### src/rtl/seven_seg_scheduler.sv
`default_nettype none
// ============================================================================
// Module   : seven_seg_scheduler
// Purpose  : Round-robin scheduler sharing one 4-digit seven-segment driver
//            among four valid/ack requesters, with dwell and blanking periods.
// Revision : 1.0
// ============================================================================
module seven_seg_scheduler #(
    parameter int DWELL_CYCLES = 100_000_000,
    parameter int BLANK_CYCLES = 1_000_000
) (
    input  logic        clk,
    input  logic        reset,
    input  logic [3:0]  req,
    input  logic [63:0] req_din,
    input  logic [3:0]  req_bcd,
    input  logic [7:0]  req_dec,
    input  logic        hold,
    output logic [3:0]  ack,
    output logic [15:0] din,
    output logic        bcd,
    output logic [1:0]  dec,
    output logic        enable,
    output logic [1:0]  src,
    output logic        active
);

    localparam int MAX_CYC = (DWELL_CYCLES > BLANK_CYCLES) ? DWELL_CYCLES : BLANK_CYCLES;
    localparam int CNT_W   = $clog2(MAX_CYC);
    localparam logic [CNT_W-1:0] DWELL_LAST = CNT_W'(DWELL_CYCLES - 1);
    localparam logic [CNT_W-1:0] BLANK_LAST = CNT_W'(BLANK_CYCLES - 1);

    typedef enum logic [1:0] {
        S_IDLE  = 2'd0,
        S_BLANK = 2'd1,
        S_SHOW  = 2'd2
    } state_t;

    state_t           state_q, state_d;
    logic [CNT_W-1:0] cnt_q, cnt_d;
    logic [15:0]      din_q, din_d;
    logic             bcd_q, bcd_d;
    logic [1:0]       dec_q, dec_d;
    logic             enable_q, enable_d;
    logic [1:0]       src_q, src_d;
    logic [3:0]       ack_q, ack_d;
    logic             active_q, active_d;

    logic       lo_found;
    logic [1:0] lo_idx;
    logic       rr_found;
    logic [1:0] rr_idx;
    logic [1:0] cand;
    logic       cap_en;
    logic [1:0] cap_idx;

    // Lowest-index search for IDLE, and round-robin search starting at src+1
    // that wraps back to src itself last.
    always_comb begin
        lo_found = |req;
        lo_idx   = 2'd0;
        for (int k = 3; k >= 0; k--) begin
            if (req[k]) lo_idx = 2'(k);
        end
        rr_found = 1'b0;
        rr_idx   = src_q;
        cand     = src_q;
        for (int k = 1; k <= 4; k++) begin
            cand = src_q + 2'(k);
            if (!rr_found && req[cand]) begin
                rr_found = 1'b1;
                rr_idx   = cand;
            end
        end
    end

    always_comb begin
        state_d  = state_q;
        cnt_d    = cnt_q;
        enable_d = enable_q;
        src_d    = src_q;
        active_d = active_q;
        cap_en   = 1'b0;
        cap_idx  = src_q;

        unique case (state_q)
            S_IDLE: begin
                enable_d = 1'b0;
                if (lo_found) begin
                    cap_en  = 1'b1;
                    cap_idx = lo_idx;
                    cnt_d   = '0;
                    state_d = S_BLANK;
                end
            end
            S_BLANK: begin
                enable_d = 1'b0;
                cap_en   = req[src_q];
                if (cnt_q == BLANK_LAST) begin
                    cnt_d    = '0;
                    state_d  = S_SHOW;
                    enable_d = 1'b1;
                end else begin
                    cnt_d = cnt_q + CNT_W'(1);
                end
            end
            S_SHOW: begin
                enable_d = 1'b1;
                if (cnt_q == DWELL_LAST) begin
                    // Expiry: the rotation decision replaces any live update.
                    cnt_d = '0;
                    if (!hold && rr_found) begin
                        cap_en  = 1'b1;
                        cap_idx = rr_idx;
                        if (rr_idx != src_q) begin
                            state_d  = S_BLANK;
                            enable_d = 1'b0;
                        end
                    end
                end else begin
                    cnt_d  = cnt_q + CNT_W'(1);
                    cap_en = req[src_q];
                end
            end
            default: begin
                state_d  = S_IDLE;
                enable_d = 1'b0;
                cnt_d    = '0;
            end
        endcase

        din_d = din_q;
        bcd_d = bcd_q;
        dec_d = dec_q;
        ack_d = 4'b0000;
        if (cap_en) begin
            din_d          = req_din[{cap_idx, 4'b0000} +: 16];
            bcd_d          = req_bcd[cap_idx];
            dec_d          = req_dec[{cap_idx, 1'b0} +: 2];
            src_d          = cap_idx;
            ack_d[cap_idx] = 1'b1;
            active_d       = 1'b1;
        end
    end

    always_ff @(posedge clk) begin
        if (reset) begin
            state_q  <= S_IDLE;
            cnt_q    <= '0;
            din_q    <= '0;
            bcd_q    <= 1'b0;
            dec_q    <= '0;
            enable_q <= 1'b0;
            src_q    <= '0;
            ack_q    <= '0;
            active_q <= 1'b0;
        end else begin
            state_q  <= state_d;
            cnt_q    <= cnt_d;
            din_q    <= din_d;
            bcd_q    <= bcd_d;
            dec_q    <= dec_d;
            enable_q <= enable_d;
            src_q    <= src_d;
            ack_q    <= ack_d;
            active_q <= active_d;
        end
    end

    assign ack    = ack_q;
    assign din    = din_q;
    assign bcd    = bcd_q;
    assign dec    = dec_q;
    assign enable = enable_q;
    assign src    = src_q;
    assign active = active_q;

endmodule
`default_nettype wire
### config.mk
export PLATFORM = sky130hd
export DESIGN_NAME = seven_seg_scheduler
export DESIGN_NICKNAME = d
export VERILOG_FILES = /design/src/rtl/seven_seg_scheduler.sv
export SDC_FILE = /design/constraint.sdc
export NUM_CORES = 1
export LEC_CHECK = 0
export CORE_MARGIN = 2
export CORE_UTILIZATION = 30
export CTS_BUF_LIST = sky130_fd_sc_hd__clkbuf_8
export CTS_CLUSTER_SIZE = 20
export DETAILED_ROUTE_END_ITERATION = 16
export GPL_TIMING_DRIVEN = 0
export HOLD_SLACK_MARGIN = 0.05
export PLACE_DENSITY_LB_ADDON = 0.08
export SLEW_MARGIN = 20
export SYNTH_ARGS = -nofsm -noshare
export SYNTH_HDL_FRONTEND = slang
export SYNTH_SLANG_ARGS = --single-unit
### constraint.sdc
create_clock -name clk -period 4.3 [get_ports clk]
set_input_delay 0.86 -clock clk [delete_from_list [all_inputs] [get_ports clk]]
set_output_delay 0.86 -clock clk [all_outputs]
set_load 0.01 [all_outputs]
run_1/clocks.png
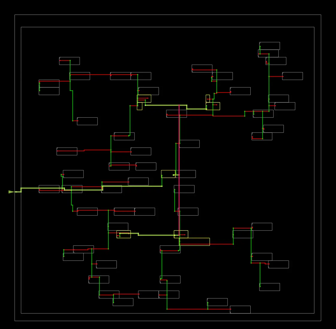
clock-net power: 353 uW
clock insertion delay at the later pin of the skew report: 0.32 ns
final setup skew: 0.00401 ns
clock buffers created by TritonCTS: 5

run_1/io_fan.png
Drawn at 4 px/um.
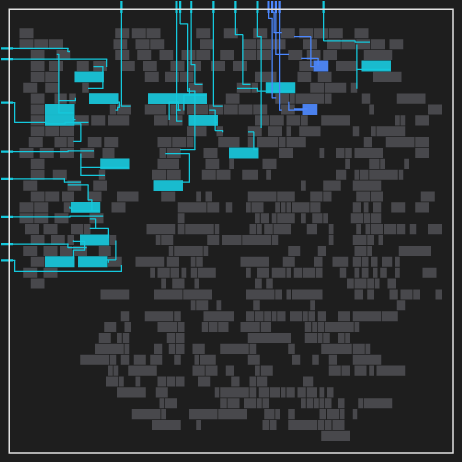
req_bcd: in blue, direction input, edge top, end cells 2, buffers 4, wire 97.9 um. din: in cyan, direction output, edge 8 left, 8 top, end cells 16, buffers 16, wire 600 um.
count of port buffers added during placement: 106
Boundary Pins: 110

run_1/wires.png
Drawn at 3 px/um.
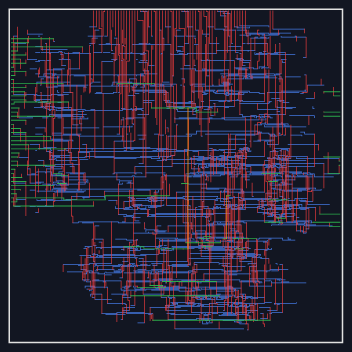
metal 4: in orange, wire length 61.2 um. metal 2: in red, wire length 5000 um. metal 3: in green, wire length 610 um. metal 1: in blue, wire length 4740 um.
total length of routed wires: 10400 um
All-Layer GR Usage: 16.5%
routed via count: 3385

run_1/logic_types.png
Drawn at 3 px/um.
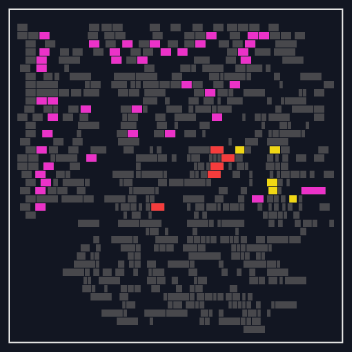
mux cells: in magenta, cells 40, most used mux2i_1. non-inverting ao/oa cells: in yellow, cells 5, where middle right. fa/ha/maj cells: in red, cells 5, most used ha_1.
combinational share of cell area: 44.4%
commonest non-fill, non-tap cell in the layout: clkdlybuf4s50_1
Finished Layout Cells: 641

-- run 1: worst reg2reg max path, stage by stage (launching register included) --
cell     delay (ns)
dfxtp_1        0.38
ha_1           0.21
and4_1         0.32
nand4_4        0.20
o21ai_1        0.62
a21oi_1        0.41
o21ai_2        0.49
buf_2          0.33
a21oi_1        0.07
-- run 1: cell usage after synthesis, types with 2 or more instances --
library cell   n
nor2b_1        5
and3_1         3
a2111oi_0      2
a21oi_1       15
xnor2_1        8
nand2_1       21
xor2_1         9
o221ai_1       9
nor4_1         6
nand2b_1       4
dfxtp_1       56
mux2i_1       38
nor3_1         6
a31oi_1        4
a311oi_1       2
buf_6          2
nand3_1       30
or4_1          2
clkbuf_1      14
nor2_1        36
inv_1          9
a211oi_1       8
or3_1          3
a221oi_1       2
o21ai_2        2
nor4_4         2
and4_1         5
o21ai_0       16
nor4b_1        7
buf_2         10
nand4b_1       3
or2_2          2
ha_1           5
o221ai_2      10
nand4_1       12
-- run 1: final timing paths --
check                                 end  slack (ns)  cells past startpoint
worst max-delay path              din[12]        0.75                      9
worst min-delay path             cnt_q[1]        0.49                      2
worst max register to register  cnt_q[22]        1.16                      8
worst min register to register   cnt_q[1]        0.49                      2
-- run 1: layer usage --
layer	up-vias	GRT usage [%]	part of all wire (%)
met5	-	0	0
met4	0	2.42	0.59
met3	5	3.79	5.9
met2	103	28.7	48
met1	1592	21.4	45
li1	1685	-	-
-- run 1: area by class of cell --
type / count / area (um2)
fill: 1130 / 6180
multi-input combinational: 294 / 2110
sequential: 56 / 1120
timing repair buffer: 106 / 1060
tap: 140 / 175
buffer: 27 / 140
clock buffer: 5 / 68.8
clock inverter: 3 / 38.8
inverter: 10 / 37.5
-- run 1: registers in the layout, summed over array words and instances, names as in the netlist --
| signal | count |
|---|---|
| enable | 1 |
| active | 1 |
| dec | 2 |
| din | 16 |
| cnt_q | 27 |
| state_q | 2 |
| src | 2 |
| ack | 4 |
| bcd | 1 |
-- run 1: through the flow --
stage	total power, uW	setup WS, ns
2_1_floorplan	799	1.42
3_3_place_gp	1010	0.170
3_5_place_dp	1010	0.413
4_1_cts	1360	0.764
5_1_grt	1420	0.481
6_report	1350	0.752
-- run 1: cell usage in the layout, fill, tap and decap left out, types with 3 or more instances in the layout --
cell,instances
a21oi_1,15
xor2_1,9
o21ai_0,16
ha_1,5
and3_1,3
and4_1,5
o221ai_1,9
nand4b_1,3
a31oi_1,4
dfxtp_1,56
o221ai_2,10
nor4_1,6
buf_2,10
mux2i_1,38
nand4_1,12
nor2_1,36
nand2_1,21
nor2b_1,5
nor3_1,6
nand2b_1,4
nand3_1,30
xnor2_1,8
or3_1,3
a211oi_1,8
inv_1,10
clkbuf_8,5
clkdlybuf4s50_1,106
nor4b_1,7
clkbuf_1,14
-- run 1: power groups by stage --
| stage | clock network, uW | logic [uW] | registers, uW |
|---|---|---|---|
| after floorplan | 0 | 188 | 611 |
| after global placement | 0 | 415 | 592 |
| after detailed placement | 0 | 416 | 593 |
| after CTS | 364 | 417 | 581 |
| after global routing | 382 | 448 | 587 |
| final | 353 | 411 | 582 |
==> results.txt, run 1 <==
Status of the implementation.

- The run finished with clean final reports.
- The fraction of post-synthesis cell area in the top cell type by area is 32.9%, for reference.
- In this run the critical path is formed by clkdlybuf4s50_1 -> nor4_1 -> nor2_1 -> nand3_1 -> mux2_2 -> clkbuf_1 -> clkbuf_1 -> mux2i_1 -> o221ai_2.
- Post-route period utilization is reported as 82.5%.
- The buffer count from post-CTS setup fixing is 0, for reference.
- The kind of end point of the critical path is a flip-flop, for reference.
- The cell-mix breakdown from Yosys lists the compound-gate area share as 18.3%.
- In this run the mean area of a mapped cell was 8.80 um2.
- The post-synthesis cell count from yosys is 387, for reference.
- Per the CTS log, the buffer count on the longest clock path is 2.
- The floorplan core area is 10900 um2, for reference.
- Among all stages on the critical path, the largest delay is contributed by nor4_1.
- Per the CTS log, the root buffer master is clkbuf_8.
- The minimum period implied by the final worst setup slack is 3.55 ns, for reference.
- Note, the detailed placer reported a final HPWL of 8050 um.
- After detailed placement, the design holds a cell count of 633.
- In the floorplan report the effective utilization is 31.1%.
- The minimum hold slack is 0.488 ns, for reference.
- The die extent in x is 111 um, for reference.
- Looking at the max-slew report, the worst-margin pin has a slew of 0.925 ns.
- For this block, the initial DRC count from the detailed router was 124.
- After the last flow step, the layout net total stands at 588.
- The count of hold buffers inserted by post-cts repair is 0, for reference.
- The depth of the CTS H-tree is 2, for reference.
- The mux share of post-synthesis cell area is 12.2%, for reference.
- Yosys reported a register bit count of 56.
- The most used cell along the critical path is clkbuf_1, for reference.
- The fraction of power consumed by the clock network is 26.2%, for reference.
- The vertical die dimension is 111 um, for reference.
- Combinational logic is responsible for 30.5% of the overall power.
- After Yosys synthesis, XOR and XNOR cells account for 4.37% of the synthesized area.
- Counting flops with an async set or reset pin after synthesis yields a share of 0%.
- Yosys mapped the design onto 54 distinct sky130hd cell types.
- The area recorded from the Yosys report for this design is 3410 um2.
- In this run, synthesis inferred 0 flip-flops with an integrated enable.
- The post-synthesis adder-cell area fraction is 1.84%, for reference.
- The area added between synthesis and finish is 39.5%, for reference.
- The cell area after technology mapping is 3410 um2, for reference.
- Max-slew check failures listed in the final report amount to 0.
- The critical path's largest stage delay is 0.64 ns, for reference.
- The fraction of power spent switching nets is 29.6%, for reference.
- The report lists the power per cell area as 283 nW/um2.
- In the log, the iteration count for the first detailed-route pass is 4.
- Setup total negative slack on the finished layout was measured at 0 ns.
- The die covers 12200 um2.
- Per the power-grid run, VDD falls by no more than 0.000135 V.
- The part of the Yosys area used for sequential elements is 32.9%, for reference.
- After detailed routing, the number of remaining DRC violations is 0.
- According to the timing report, the critical path is launched from req[0].
- The last weighted congestion value of the routability-driven placer is 0.801, for reference.
- The class of the tightest hold or removal check is flip-flop to flip-flop, for reference.
- The number of antenna violations at the first check in global routing is 0, for reference.
- The critical path data required time is 4.50 ns, for reference.
- The number of nets handed over by synthesis was 475.
- The worst min-delay path startpoint is cnt_q[1], for reference.
- The kind of start point of the critical path is an input port, for reference.
- The wire length of the first global-routing pass is 16900 um, for reference.
- The number of global-route vias before repair is 3337, for reference.
- The final instance area is 4750 um2, for reference.
- The biggest area contributor in the post-synthesis netlist is dfxtp_1.
- At the worst endpoint, the arrival time is 3.75 ns.
- For this run, the detailed router reports a per-instance via density of 5.28.
- The number of antenna diodes is 0, for reference.
- The synthesis log from Yosys contains 0 warnings.
- In this run the power spent charging and discharging nets is 398 uW.
- The commonest register cell after synthesis is dfxtp_1, for reference.
- Derived from the worst setup path, the maximum achievable clock frequency is 282 MHz.
- The number of buffers and inverters on the critical path is 3, for reference.
- According to the floorplan log, the row count is 38.
- Entering global routing, the biggest net connects 17 pins.
- The basic-gate share of the synthesized area counting and, or, nand and nor cells is 25.2%, for reference.
- Setup repair after global routing left no endpoint under its margin.
- The worst relative slew slack is 37.5%, for reference.
- The highest fanout seen on the critical path is 10, for reference.
- The average detailed-routed wire length per instance is 16.2 um, for reference.
- Summed over all layers, the global routing overflow is 0.
- For reference, the top cells by area after synthesis are dfxtp_1, mux2i_1, nand3_1, o221ai_2, nor2_1.
- The TritonCTS clock tree is yes, for reference.
- The final core utilization is 43.4%, for reference.
==> run 2, diff against run 1 <==
==> constraint.sdc (replaced) <==
create_clock -name clk -period 3.25 [get_ports clk]
set_input_delay 0.65 -clock clk [delete_from_list [all_inputs] [get_ports clk]]
set_output_delay 0.65 -clock clk [all_outputs]
set_load 0.01 [all_outputs]
==> results.txt, run 2 <==
Status of the implementation.

- The fraction of power consumed by the clock network is 25.9% (-0.3 points), for reference.
- The worst reg2reg path startpoint is cnt_q[13], for reference.
- The number of flip-flops in the largest register is 27 (unchanged).
- The depth of the CTS H-tree is 2 (unchanged), for reference.
- The combinational power share is 30.8% (+0.3 points), for reference.
- The power spent charging and discharging nets was 524 uW (+32%).
- The critical path's largest stage delay came to 0.55 ns (-0.09 ns).
- The yosys stat chip area is 3410 um2 (unchanged).
- The placed standard-cell area is 4640 um2, for reference.
- The remaining global-route overflow was 0 (unchanged).
- The wire length of the first global-routing pass is 16900 um (unchanged), for reference.
- The basic-gate share of the synthesized area counting and, or, nand and nor cells is 25.2% (unchanged), for reference.
- The cell type of the slowest stage on the worst timing path is clkdlybuf4s50_1, for reference.
- The last weighted congestion value of the routability-driven placer is 0.801 (unchanged), for reference.
- The count of cells along the worst hold path is 2 (unchanged).
- Leaving out fill and tap cells, the most frequent cells in the layout are clkdlybuf4s50_1, dfxtp_1, mux2i_1, nor2_1, nand3_1.
- The most numerous logic cell after layout is clkdlybuf4s50_1, for reference.
- The fraction of power spent switching nets is 29.4% (-0.17 points), for reference.
- The worst-case vdd ir drop is 0.000173 V (+28%), for reference.
- The floorplan core density came to 31.1% (unchanged).
- The total number of cells along the worst setup path is 9 (unchanged), for reference.
- The number of nets produced by synthesis was 475 (unchanged).
- The sink count of the clock tree is 56, for reference.
- The insertion delay to the later sink of the worst-skew pair is 0.32 ns (about the same), for reference.
- For reference, the most critical setup path is categorized as input port to flip-flop.
- The post-synthesis cell count is 387, for reference.
- The synthesis run shows the most used standard cells to be dfxtp_1, mux2i_1, nor2_1, nand3_1, nand2_1.
- The HPWL reported at the end of detailed placement was 8050 um (unchanged).
- The number of antenna violations at the first check in global routing is 0 (unchanged), for reference.
- In this run the remaining antenna-violating nets after routing total 0.
- The number of fillers in the final layout came to 1133 (+0.27%).
- The maximum clock insertion buffer count is 2 (unchanged), for reference.
- The total of max-cap violations is 0, for reference.
- The area share of xor/xnor cells in the synthesized design is 4.37% (unchanged).
- The via count is 3407 (+0.65%), for reference.
- The sequential share of power is 43.2%, for reference.
- The most frequent cell after synthesis is dfxtp_1, for reference.
- The total routing usage reported by global routing is 16.5% (unchanged), for reference.
- The count of different cell masters after synthesis is 54 (unchanged), for reference.
- The critical path data required time is 3.45 ns (-1.05 ns), for reference.
- The placed cell count came to 633 (unchanged).
- After synthesis, the cell types taking the most area are dfxtp_1, mux2i_1, nand3_1, o221ai_2, nor2_1.
- The number of nets in the finished design is 589 (+0.17%), for reference.
- The largest combinational cell category by area is simple AND/OR/NAND/NOR gates, for reference.
- The path with the worst hold slack has its endpoint at cnt_q[1].
- The count of routing violations after the opening detailed-route iteration was 165 (+33%).
- The fraction of the mapped netlist area in compound gates is 18.3% (unchanged), for reference.
- The number of global-route vias before repair is 3337 (unchanged).
- The number of synthesized flops with an enable pin is 0 (unchanged), for reference.
- The register-to-register path setup slack came to 0.26 ns (-0.90 ns).
- The floorplan row count is 38 (unchanged), for reference.
- The power report puts the leakage power at 0.00179 uW.
- In this run the layout overhead on the synthesized area is reported as 40.4%.
- The end-of-flow timing check tallies setup violations at 0.
- The number of search-and-repair iterations in the first detailed-routing pass was 4 (unchanged).
- The critical path arrival was 3.21 ns (-0.54 ns).
- The areal power density over the cells came to 373 nW/um2 (+32%).
- The length in cells of the worst reg-to-reg path is 9 (+1), for reference.
- The library cell with the largest summed area after synthesis is dfxtp_1, for reference.
- The number of pins exceeding their max-slew limit in the final report is 0 (unchanged), for reference.
- The post-synthesis sequential element count was 56 (unchanged).
- The minimum period implied by the final worst setup slack is 3.01 ns, for reference.
- The clock skew is 0.00261 ns (-0.00140 ns).
- Setup repair after global routing left no endpoint under its margin.
- The family of cells with the greatest summed delay on the critical path is buffers and inverters, for reference.
- The fraction of post-synthesis cell area in the top cell type by area is 32.9% (unchanged), for reference.
- The mux share of post-synthesis cell area is 12.2% (unchanged).
- The number of antenna diodes was 0 (unchanged).
- The worst hold path begins at cnt_q[1].
- The total CTS buffers is 5 (unchanged), for reference.
- The actual transition at the worst max-transition pin came to 0.782 ns (-0.142 ns).
- The worst relative slew slack is 47.4% (+9.9 points).
- The root buffer cell is clkbuf_8, for reference.
- The largest net degree at the start of global routing is 17 (unchanged), for reference.
- The top-level port count is 110 (unchanged).
- The die area is 12200 um2 (unchanged), for reference.
- The highest fanout seen on the critical path is 10 (unchanged), for reference.
- The number of warning messages in the yosys log came to 0 (unchanged).
- OpenROAD reports that the post-layout worst path occupies 92.6% of the period.
- The count of input and output buffers came to 106 (unchanged).
- The post-synthesis cell count from yosys came to 387 (unchanged).
- The class of the tightest hold or removal check is flip-flop to flip-flop, for reference.
- The part of the Yosys area used for sequential elements is 32.9% (unchanged), for reference.
- Cell internal power was estimated by the tool at 1260 uW.
- The multi-input logic area is 2130 um2 (+1.0%), for reference.
- The largest register by flop count is cnt_q.
- The critical path goes through clkdlybuf4s50_1 -> nor4_2 -> nor2_1 -> nand3_1 -> mux2_2 -> clkbuf_1 -> buf_2 -> mux2i_1 -> o221ai_1.
- The kind of end point of the critical path is a flip-flop, for reference.
- The fraction of final layout cells sized beyond drive strength 1 is 9.56%, for reference.
- The timing report gives the clock slew at the launch and capture registers of the worst setup and hold paths as 0.10 ns.
- In this build the clock could be raised as far as 332 MHz.
- The die extent in x was 111 um (unchanged).
- The number of warnings the tools reported is 29, for reference.
- The total power is 1780 uW (+32%), for reference.
- The flow ran to the end, and the final reports show no timing, DRC or antenna violations.
- The post-detailed-route via-to-cell ratio is 5.31 (+0.49%).
- The residual DRC count came to 0 (unchanged).
- The sum of routed wire length over all layers is 10400 um (about the same), for reference.
- The floorplan core area is 10900 um2 (unchanged), for reference.
- The commonest register cell is dfxtp_1.
- The async set-or-reset flop fraction in the synthesized netlist is 0% (unchanged).
- The final setup TNS was 0 ns (unchanged).
- The cell area after technology mapping was 3410 um2 (unchanged).
- The post-synthesis adder-cell area fraction came to 1.84% (unchanged).
- The vertical die dimension was 111 um (unchanged).
- The per-instance average area after synthesis is 8.80 um2 (unchanged), for reference.
- The hold violation total from the final report is 0, for reference.
- The TritonCTS clock tree is yes, for reference.
- The final instance area is 4780 um2 (+0.63%).
- The kind of start point of the critical path is an input port, for reference.
- The number of buffers and inverters on the critical path is 3 (unchanged), for reference.
- The average detailed-routed wire length per instance is 16.2 um (-0.23%).
- STA lists the endpoint of the worst register-to-register path as dec[0].
==> run 2: worst max-delay path by stage <==
stage,start,endpoint,slack (ns)
detailed placement,req[3],cnt_q[21],-0.43
floorplan,req[1],bcd,0.58
global route,req[3],dec[0],0.02
global placement,req[3],cnt_q[25],-0.67
CTS,req[0],dec[0],0.02
finish,req[0],dec[0],0.24
==> run 2: metrics by stage <==
stage / setup slack [ns] / hold WS, ns / util, %
after global placement: -0.670 / 0.454 / 42.4
after detailed placement: -0.427 / 0.476 / 42.5
after global routing: 0.0192 / 0.533 / 43.7
after CTS: 0.0222 / 0.492 / 43.5
after floorplan: 0.581 / 0.449 / -
final: 0.240 / 0.486 / 43.7
==> run 2: worst min-delay path, delay by kind of cell (launching register included) <==
family	cells	cell delay, ns
AND-OR/OR-AND	1	0.05
flip-flops	1	0.34
AND/OR/NAND/NOR	1	0.06
==> run 2: kinds of logic (layout without fill, tap and decap cells) <==
group                    after synthesis  count (layout)
AND/OR/NAND/NOR                      152             152
buffers and inverters                 37             152
AND-OR/OR-AND                         80              80
adder cells (fa/ha/maj)                5               5
XOR/XNOR                              17              17
multiplexers                          40              40
flip-flops                            56              56
==> run 2: repair_timing <==
action,CTS,global route
hold buffers,0,0
pin swaps,0,1
gates resized,2,3
buffers inserted,0,1
endpoints found under the setup margin,9,39
==> run 2: cell type report <==
class                           instances  share of cell area [%]
Sequential cell                        56                    23.4
Timing Repair Buffer                  107                    22.4
Multi-Input combinational cell        294                    44.5
Tap cell                              140                    3.66
Buffer                                 27                    2.96
Clock buffer                            5                    1.44
Clock inverter                          3                   0.811
Inverter                               10                   0.785
==> run 2: power groups by stage <==
stage               logic [uW]  clock network (uW)  registers [uW]
floorplan                  249                   0             808
global placement           549                   0             783
detailed placement         550                   0             785
CTS                        552                 482             769
global route               597                 505             777
finish                     550                 462             770
==> run 2: per-layer routing <==
| layer | part of all wire, % | global-route usage [%] |
|---|---|---|
| met1 | 45 | 21.4 |
| met2 | 49 | 28.7 |
| met3 | 5.6 | 3.79 |
| met4 | 0.59 | 2.42 |
| met5 | 0 | 0 |
run_2/logic_types.png
Drawn at 3 px/um.
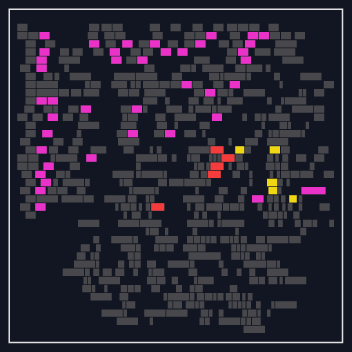
mux cells: in magenta, cells 40, most used mux2i_1. non-inverting ao/oa cells: in yellow, cells 5, where middle right. fa/ha/maj cells: in red, cells 5, most used ha_1.
combinational share of cell area: 44.5%
Finished Layout Cells: 642

run_2/flops_by_reg.png
Drawn at 2 px/um. Other sequential cells in the stronger grey, the rest of the logic in the fainter grey.
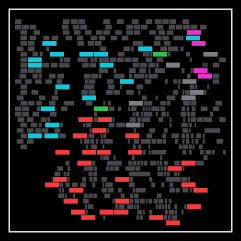
ack: in magenta, flops 4, where upper right. din: in cyan, flops 16. cnt_q: in red, flops 27. dec: in green, flops 2.
Another 7 sequential cells are not coloured.
power in sequential cells: 770 uW
Register Area: 1120 um2

run_2/io_fan.png
Drawn at 4 px/um.
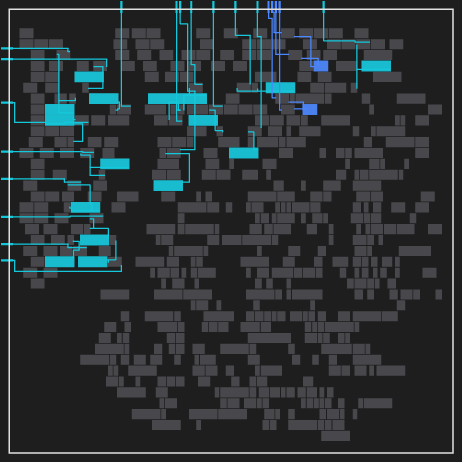
din: in cyan, direction output, edge 8 left, 8 top, end cells 16, buffers 16, wire 596 um. req_bcd: in blue, direction input, edge top, end cells 2, buffers 4, wire 97.9 um.

Power figures rest on the tool's default switching activity, not on a simulated workload.
